### src/rtl/iot_game_pkg.sv
// Shared types and widths for the rhythm-game control blocks.
// Holds the sequencer state encoding plus score/time/countdown widths.
package iot_game_pkg;

    localparam int SCORE_W = 11;
    localparam int TIME_W  = 10;
    localparam int CD_W    = 8;

    typedef enum logic [2:0] {
        ST_IDLE      = 3'd0,
        ST_COUNTDOWN = 3'd1,
        ST_PLAY      = 3'd2,
        ST_PAUSE     = 3'd3,
        ST_RESULT    = 3'd4
    } game_state_e;

    // A new round may only be launched from a resting state.
    function automatic logic is_startable(input game_state_e s);
        return (s == ST_IDLE) || (s == ST_RESULT);
    endfunction

endpackage

### src/rtl/game_sequencer_tick_downcounter.sv
// Loadable down-counter that steps on an enable pulse and saturates at zero.
// Reports zero and "one step left" flags for the owning FSM.
module tick_downcounter #(
    parameter int W = 8
) (
    input  logic         clk_i,
    input  logic         rst_i,
    input  logic         load_i,
    input  logic [W-1:0] load_val_i,
    input  logic         dec_i,
    output logic [W-1:0] count_o,
    output logic         zero_o,
    output logic         last_o
);

    logic [W-1:0] count_q;
    logic [W-1:0] count_d;

    // Next count: load wins over decrement; never wraps below zero.
    always_comb begin
        count_d = count_q;
        if (load_i) begin
            count_d = load_val_i;
        end else if (dec_i && (count_q != {W{1'b0}})) begin
            count_d = count_q - W'(1);
        end else begin
            count_d = count_q;
        end
    end

    // Count register.
    always_ff @(posedge clk_i or posedge rst_i) begin
        if (rst_i) begin
            count_q <= {W{1'b0}};
        end else begin
            count_q <= count_d;
        end
    end

    assign count_o = count_q;
    assign zero_o  = (count_q == {W{1'b0}});
    assign last_o  = (count_q == W'(1));

endmodule

### src/rtl/game_sequencer.sv
// Round sequencer: idle -> countdown -> play/pause -> result, with score latch.
// Optional high-score tracking is built only when GAME_SEQUENCER_HISCORE_EN is defined.
module game_sequencer
    import iot_game_pkg::*;
#(
    parameter int SONG_LEN        = 600,
    parameter int COUNTDOWN_TICKS = 30
) (
    input  logic               clock,
    input  logic               reset,
    input  logic               tick,
    input  logic               start,
    input  logic               pause,
    input  logic               abort,
    input  logic [TIME_W-1:0]  counter10h,
    input  logic [SCORE_W-1:0] score,
    output logic               game_run,
    output logic               game_clear,
    output logic [2:0]         state,
    output logic [CD_W-1:0]    cd_remain,
    output logic [SCORE_W-1:0] final_score,
    output logic [SCORE_W-1:0] high_score,
    output logic               new_record
);

    game_state_e        state_q, state_d;
    logic               game_clear_q, game_clear_d;
    logic [SCORE_W-1:0] final_score_q, final_score_d;

    logic               cd_load_s;
    logic [CD_W-1:0]    cd_load_val_s;
    logic               cd_dec_s;
    logic               cd_zero_s;
    logic               cd_last_s;
    logic               song_end_s;
    logic               latch_s;

    assign song_end_s = (counter10h >= TIME_W'(SONG_LEN));

    tick_downcounter #(
        .W (CD_W)
    ) u_countdown (
        .clk_i      (clock),
        .rst_i      (reset),
        .load_i     (cd_load_s),
        .load_val_i (cd_load_val_s),
        .dec_i      (cd_dec_s),
        .count_o    (cd_remain),
        .zero_o     (cd_zero_s),
        .last_o     (cd_last_s)
    );

    // Next-state and control decode; abort > song end > start > pause.
    always_comb begin
        state_d       = state_q;
        game_clear_d  = 1'b0;
        cd_load_s     = 1'b0;
        cd_load_val_s = {CD_W{1'b0}};
        cd_dec_s      = 1'b0;
        latch_s       = 1'b0;

        if (abort && (state_q != ST_IDLE)) begin
            state_d   = ST_IDLE;
            cd_load_s = 1'b1;
        end else begin
            case (state_q)
                ST_IDLE, ST_RESULT: begin
                    if (start && is_startable(state_q)) begin
                        state_d       = ST_COUNTDOWN;
                        game_clear_d  = 1'b1;
                        cd_load_s     = 1'b1;
                        cd_load_val_s = CD_W'(COUNTDOWN_TICKS);
                    end else begin
                        state_d = state_q;
                    end
                end
                ST_COUNTDOWN: begin
                    if (tick) begin
                        cd_dec_s = 1'b1;
                        // Zero here only if the counter was disturbed; leave rather than stall.
                        if (cd_last_s || cd_zero_s) begin
                            state_d = ST_PLAY;
                        end else begin
                            state_d = ST_COUNTDOWN;
                        end
                    end else begin
                        state_d = ST_COUNTDOWN;
                    end
                end
                ST_PLAY: begin
                    if (song_end_s) begin
                        state_d = ST_RESULT;
                        latch_s = 1'b1;
                    end else if (pause) begin
                        state_d = ST_PAUSE;
                    end else begin
                        state_d = ST_PLAY;
                    end
                end
                ST_PAUSE: begin
                    if (pause) begin
                        state_d = ST_PLAY;
                    end else begin
                        state_d = ST_PAUSE;
                    end
                end
                default: begin
                    state_d = ST_IDLE;
                end
            endcase
        end
    end

    // Final score only changes when a round completes normally.
    always_comb begin
        final_score_d = final_score_q;
        if (latch_s) begin
            final_score_d = score;
        end else begin
            final_score_d = final_score_q;
        end
    end

    // Sequencer registers.
    always_ff @(posedge clock or posedge reset) begin
        if (reset) begin
            state_q       <= ST_IDLE;
            game_clear_q  <= 1'b0;
            final_score_q <= {SCORE_W{1'b0}};
        end else begin
            state_q       <= state_d;
            game_clear_q  <= game_clear_d;
            final_score_q <= final_score_d;
        end
    end

`ifdef GAME_SEQUENCER_HISCORE_EN
    logic [SCORE_W-1:0] high_score_q, high_score_d;
    logic               new_record_q, new_record_d;

    // Record check is strict: tying the best score is not a new record.
    always_comb begin
        high_score_d = high_score_q;
        new_record_d = new_record_q;
        if (latch_s) begin
            new_record_d = (score > high_score_q);
            if (score > high_score_q) begin
                high_score_d = score;
            end else begin
                high_score_d = high_score_q;
            end
        end else begin
            new_record_d = new_record_q;
        end
    end

    // High-score registers.
    always_ff @(posedge clock or posedge reset) begin
        if (reset) begin
            high_score_q <= {SCORE_W{1'b0}};
            new_record_q <= 1'b0;
        end else begin
            high_score_q <= high_score_d;
            new_record_q <= new_record_d;
        end
    end

    assign high_score = high_score_q;
    assign new_record = new_record_q;
`else
    assign high_score = {SCORE_W{1'b0}};
    assign new_record = 1'b0;
`endif

    assign state       = state_q;
    assign game_run    = (state_q == ST_PLAY);
    assign game_clear  = game_clear_q;
    assign final_score = final_score_q;

endmodule

### config.mk
export PLATFORM = sky130hd
export DESIGN_NAME = game_sequencer
export DESIGN_NICKNAME = d
export VERILOG_FILES = /design/src/rtl/iot_game_pkg.sv /design/src/rtl/game_sequencer_tick_downcounter.sv /design/src/rtl/game_sequencer.sv
export SDC_FILE = /design/constraint.sdc
export NUM_CORES = 1
export LEC_CHECK = 0
export CAP_MARGIN = 40
export CORE_UTILIZATION = 42
export DETAILED_ROUTE_END_ITERATION = 6
export GPL_TIMING_DRIVEN = 0
export PLACE_DENSITY = 0.79
export SYNTH_ARGS = -nofsm -noshare
export SYNTH_HDL_FRONTEND = slang
export SYNTH_SLANG_ARGS = --single-unit
### constraint.sdc
create_clock -name clock -period 2.8 [get_ports clock]
set_clock_uncertainty 0.1 [all_clocks]
set_input_delay 0.84 -clock clock [delete_from_list [all_inputs] [get_ports clock]]
set_output_delay 0.84 -clock clock [all_outputs]
set_load 0.01 [all_outputs]
**Run 1: cells coloured by class**

Scale bar: 20 um.
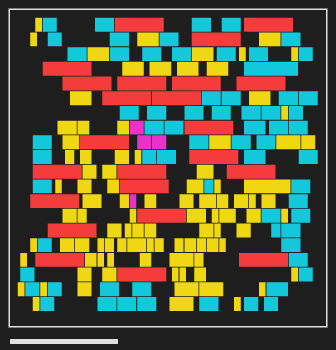
Cyan shows remaining buffers and delay cells, cells 66, share of their area 34%. Yellow shows combinational and other logic, cells 95, share of their area 35%. Red shows sequential cells, cells 23, share of their area 30%. Magenta shows clock drivers and dummy loads, cells 4, share of their area 1.4%.
Seq area share: 29.36%
core area: 0.003028 sq mm
design area: 0.001961 sq mm

**Run 1: clock wiring as the flow saved it**

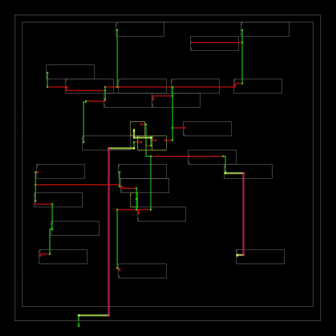
CTS sink cnt: 23
P_clk: 0.000153 W

**Run 1: cells by drive strength**

Scale bar: 20 um.
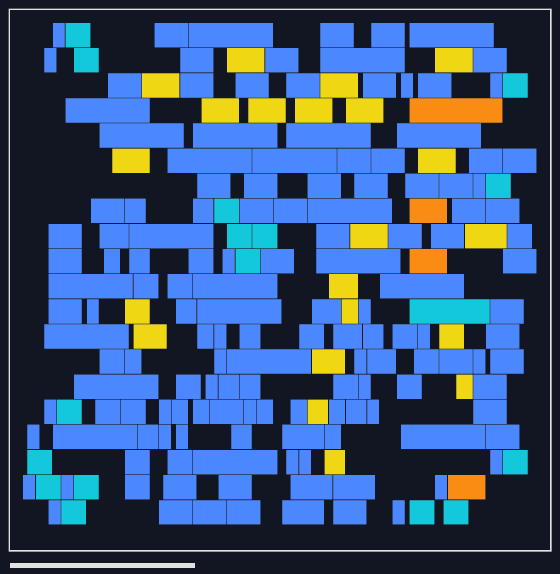
Blue shows _0 and _1 cells, cells 146, share 78%, most used clkdlybuf4s50_1. Cyan shows _3 and _4 cells, cells 17, share 9.0%, most used buf_4. Yellow shows _2 cells, cells 21, share 11%, most used mux2_2. Orange shows _6 and larger, cells 4, share 2.1%, most used buf_6.
Buffers excl. clock: 66
post-route setup slack: 184.2 ps
Area Overhead vs Synth: 46.31%

-- run 1: synthesized netlist by cell type (2+ instances only) --
| cell | number |
|---|---|
| inv_1 | 5 |
| buf_6 | 3 |
| dfrtp_1 | 23 |
| buf_2 | 2 |
| o21ai_0 | 4 |
| a31oi_1 | 5 |
| or4_1 | 3 |
| nor2_1 | 9 |
| ha_1 | 3 |
| o31ai_1 | 4 |
| buf_4 | 13 |
| nand3_1 | 2 |
| nand2_1 | 3 |
| mux2_2 | 11 |
| or3_1 | 4 |
| nor3_1 | 3 |
| o21a_1 | 3 |
-- run 1: how the worst max path moves through the flow --
stage | startpoint | endpoint | slack [ps] | cells after the start
global route | state[0] | game_run | 80 | 4
global placement | counter10h[4] | final_score[5] | 200 | 6
floorplan | counter10h[4] | final_score[0] | 750 | 5
CTS | state[0] | game_run | 170 | 4
finish | state[0] | game_run | 180 | 4
detailed placement | counter10h[4] | final_score[2] | 140 | 6
-- run 1: per-layer routing --
metal	wire, um	global-route usage [%]
met4	47	6.463
met3	122	2.418
met1	1289	23.03
met2	1652	34.48
met5	0	0
-- run 1: power groups by stage --
stage	Sequential (W)	Clock, W	Combinational [W]
5_1_grt	0.000544	0.000177	0.000812
6_report	0.000527	0.000153	0.000739
3_3_place_gp	0.000525	0	0.000713
3_5_place_dp	0.000534	0	0.000738
4_1_cts	0.000528	0.000158	0.000744
2_1_floorplan	0.000567	0	0.000360
-- run 1: logic make-up (layout without fill, tap and decap cells) --
kind of cell	count (synthesis)	in the layout	synth area share [%]
AND-OR/OR-AND	26	26	14.19
adder cells (fa/ha/maj)	3	3	2.801
buffers and inverters	23	75	11.95
flip-flops	23	23	42.95
multiplexers	12	12	9.991
other	1	12	0.2798
AND/OR/NAND/NOR	37	37	17.83
-- run 1: stage by stage --
stage                     instances  util (%)  setup slack, ps   power, W  hold slack [ps]
after floorplan                 136         -            747.8  0.0009274            451.1
final                           232     64.75            184.2   0.001419            419.3
after CTS                       232     64.75            171.5   0.001430            424.3
after global routing            232     64.75            82.90   0.001533            448.8
after global placement          227     62.98            204.4   0.001239            390.3
after detailed placement        228     63.88            138.3   0.001271            394.7
-- run 1: worst register-to-register path, delay by kind of cell, from the launching register on --
kind | cells | cell delay, ps
AOI/OAI and AO/OA | 1 | 210
DFF | 1 | 490
and+or+nand+nor | 2 | 730
buffers and inverters | 1 | 100
adders and majority gates | 1 | 220
-- run 1: sequential cells by signal, summed over array words and instances, names as in the netlist --
register,flops
final_score,11
state,3
u_countdown.count_o,8
game_clear,1
-- run 1: final cells by class --
cell class | instances | area (sq um)
Sequential cell | 23 | 575.6
Multi-Input combinational cell | 90 | 645.6
Buffer | 18 | 141.4
Fill cell | 258 | 1067
Clock buffer | 4 | 26.28
Inverter | 5 | 18.77
Timing Repair Buffer | 48 | 498.0
Tap cell | 44 | 55.05
==> results_dict.tcl, run 1 <==
# yosys + openroad results
set metrics [dict create \
    root_buffer "clkbuf_4" \
    grt_overflow 0 \
    avgSynthCellArea_sq_um 10.72 \
    status "complete, no violations" \
    die_h_um 58.49 \
    drt_first_pass_iters 4 \
    rrSetupSlack_ps 880 \
    critPathTopFamily "buffers and inverters" \
    nets 219 \
    worst-path-buf-inv 2 \
    fmax_mhz 382.3 \
    p_seq_share_pct 37.1 \
    gr-usage-all-layers_pct 18.94 \
    grt_pass1_vias 1074 \
    rsz0062_at_grt "no" \
    slew_viol_final 0 \
    clk_pin_slew_ps 130 \
    drt-total-wl_mm 3.111 \
    hold_buffers 0 \
    fp-utilization_pct 44.26 \
    die_w_um 58.49 \
    antennaDiodeCount 0 \
    ys_types 42 \
    worstHoldEndpoint "final_score[0]" \
    top_area_cell "dfrtp_1" \
    drv_cap 0 \
    synth_seq_share_pct 42.95 \
    crit_type "flop to primary output" \
    drt_iter0_drc 19 \
    leakagePower_nw 0.8687 \
    dpl_cell_area_sq_mm 0.001934 \
    holdPathStages 1 \
    syn_area_sq_mm 0.001340 \
    report.final.hold_viol_count 0 \
    gp_congestion 0.7641 \
    clk_path_buf_depth 2 \
    flop_cell "dfrtp_1" \
    r2r-start "u_countdown.count_o[0]" \
    grt_pass1_wl_mm 4.940 \
    power_density_mw_per_mm2 723.7 \
    p_sw_w 0.0005294 \
    drt-wirelength-per-cell_um 13.41 \
    numCtsBuffers 3 \
]
==> run 1 -> run 2 <==
==> constraint.sdc (replaced) <==
create_clock -name clock -period 2.8 [get_ports clock]
set_clock_uncertainty 0.1 [all_clocks]
set_input_delay 0.56 -clock clock [delete_from_list [all_inputs] [get_ports clock]]
set_output_delay 0.56 -clock clock [all_outputs]
set_load 0.01 [all_outputs]
**Run 2: I/O pins on the die edge**

Pins as bars across the die edge, other pins in grey.
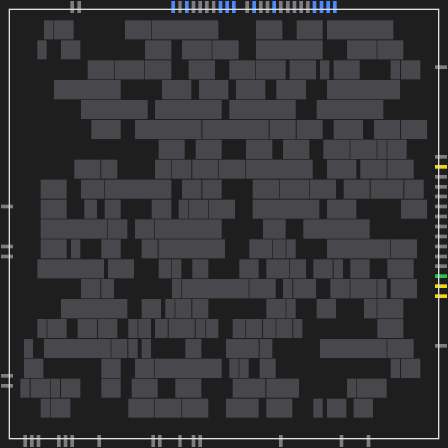
Yellow shows state, pins 3, direction output, edge east. Green shows abort, pins 1, direction input, edge east. Blue shows final_score, pins 11, direction output, edge north.
Die Span Y: 58.49 um
die width: 58.49 um
PortBufs: 47

==> run 2 against run 1 <==
Against the previous run: sequential power barely moved; critical path depth did not move; synthesized cell count did not move; combinational power barely moved; area after synthesis did not move; power did not move; design area did not move; non-clock buffer count did not move; first-iteration DRC count did not move.
==> results_dict.tcl, run 2 <==
# yosys + openroad results
set metrics [dict create \
    power_density_mw_per_mm2 723.7 \
    fillers 258 \
    clk_path_buf_depth 2 \
    antennaDiodeCount 0 \
    drt-total-wl_mm 3.111 \
    gr-usage-all-layers_pct 18.94 \
    critPathTopFamily "buffers and inverters" \
    worst-path-buf-inv 2 \
    avgSynthCellArea_sq_um 10.72 \
    largest_reg_flops 11 \
    logic_area_sq_um 645.6 \
    syn2layout_area_growth_pct 46.31 \
    nets 219 \
    syn_area_sq_mm 0.001340 \
    leakagePower_nw 0.8687 \
    top_area_cell "dfrtp_1" \
    report.final.hold_viol_count 0 \
    status "complete, no violations" \
    grt_overflow 0 \
    drt_iter0_drc 19 \
    core-area_sq_mm 0.003028 \
]
**Run 2: cells coloured by class**

Scale bar: 20 um.
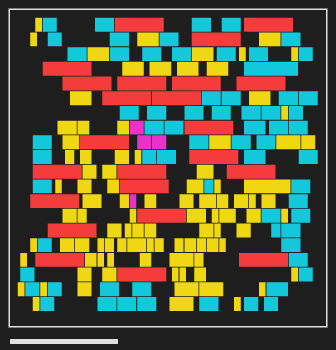
Red shows sequential cells, cells 23, share of their area 30%. Cyan shows remaining buffers and delay cells, cells 66, share of their area 34%. Magenta shows clock drivers and dummy loads, cells 4, share of their area 1.4%. Yellow shows combinational and other logic, cells 95, share of their area 35%.
post-layout util: 64.75%
std cell rows: 20

[run 2: cell counts in the layout (fill, tap and decap cells not counted)]
Identical to the previous run, type by type.
[run 2: power breakdown]
part / switching (W) / leakage (nW) / internal (W)
combinational: 0.000339 / 0.546 / 0.000400
sequential: 0.0000927 / 0.308 / 0.000434
clock: 0.0000979 / 0.0150 / 0.0000554
total: 0.000529 / 0.869 / 0.000889
[run 2: path summary, 6_finish.rpt]
kind                                           to              startpoint  slack (ps)  depth (start not counted)
setup / recovery                         game_run                state[0]         460                          4
hold / removal                     final_score[4]                   reset         350                          2
setup reg to reg           u_countdown.count_o[4]  u_countdown.count_o[0]         880                          5
hold reg to reg                    final_score[0]          final_score[0]         420                          1
max in group asynchronous          final_score[8]                   reset        1900                          3
min in group clock                 final_score[0]          final_score[0]         420                          1
[run 2: cells by family after synthesis]
family | Yosys count | synth area share [%]
AND/OR/NAND/NOR | 37 | 17.83
AND-OR/OR-AND | 26 | 14.19
adder cells (fa/ha/maj) | 3 | 2.801
other | 1 | 0.2798
multiplexers | 12 | 9.991
buffers and inverters | 23 | 11.95
flip-flops | 23 | 42.95
[run 2: final cells by class]
type | instances | area share [%]
Clock buffer | 4 | 1.340
Timing Repair Buffer | 48 | 25.40
Sequential cell | 23 | 29.36
Multi-Input combinational cell | 90 | 32.93
Buffer | 18 | 7.211
Tap cell | 44 | 2.808
Inverter | 5 | 0.9572
[run 2: routing by layer]
layer / global-route usage (%) / vias up / part of all wire (%)
met5: 0 / - / 0
met2: 34.48 / 30 / 53
li1: - / 552 / -
met1: 23.03 / 550 / 41
met3: 2.418 / 4 / 3.9
met4: 6.463 / 0 / 1.5
[run 2: metrics by stage]
step | cells | hold WS (ps) | cell area (sq um) | setup WS [ps]
finish | 232 | 347.1 | 1961 | 464.2
floorplan | 136 | 451.1 | 1381 | 976.6
global placement | 227 | 390.3 | 1907 | 484.4
detailed placement | 228 | 394.7 | 1934 | 418.3
global route | 232 | 333.9 | 1961 | 362.9
CTS | 232 | 338.7 | 1961 | 451.5
No activity file was given, so power comes from the tool's default toggle rates.
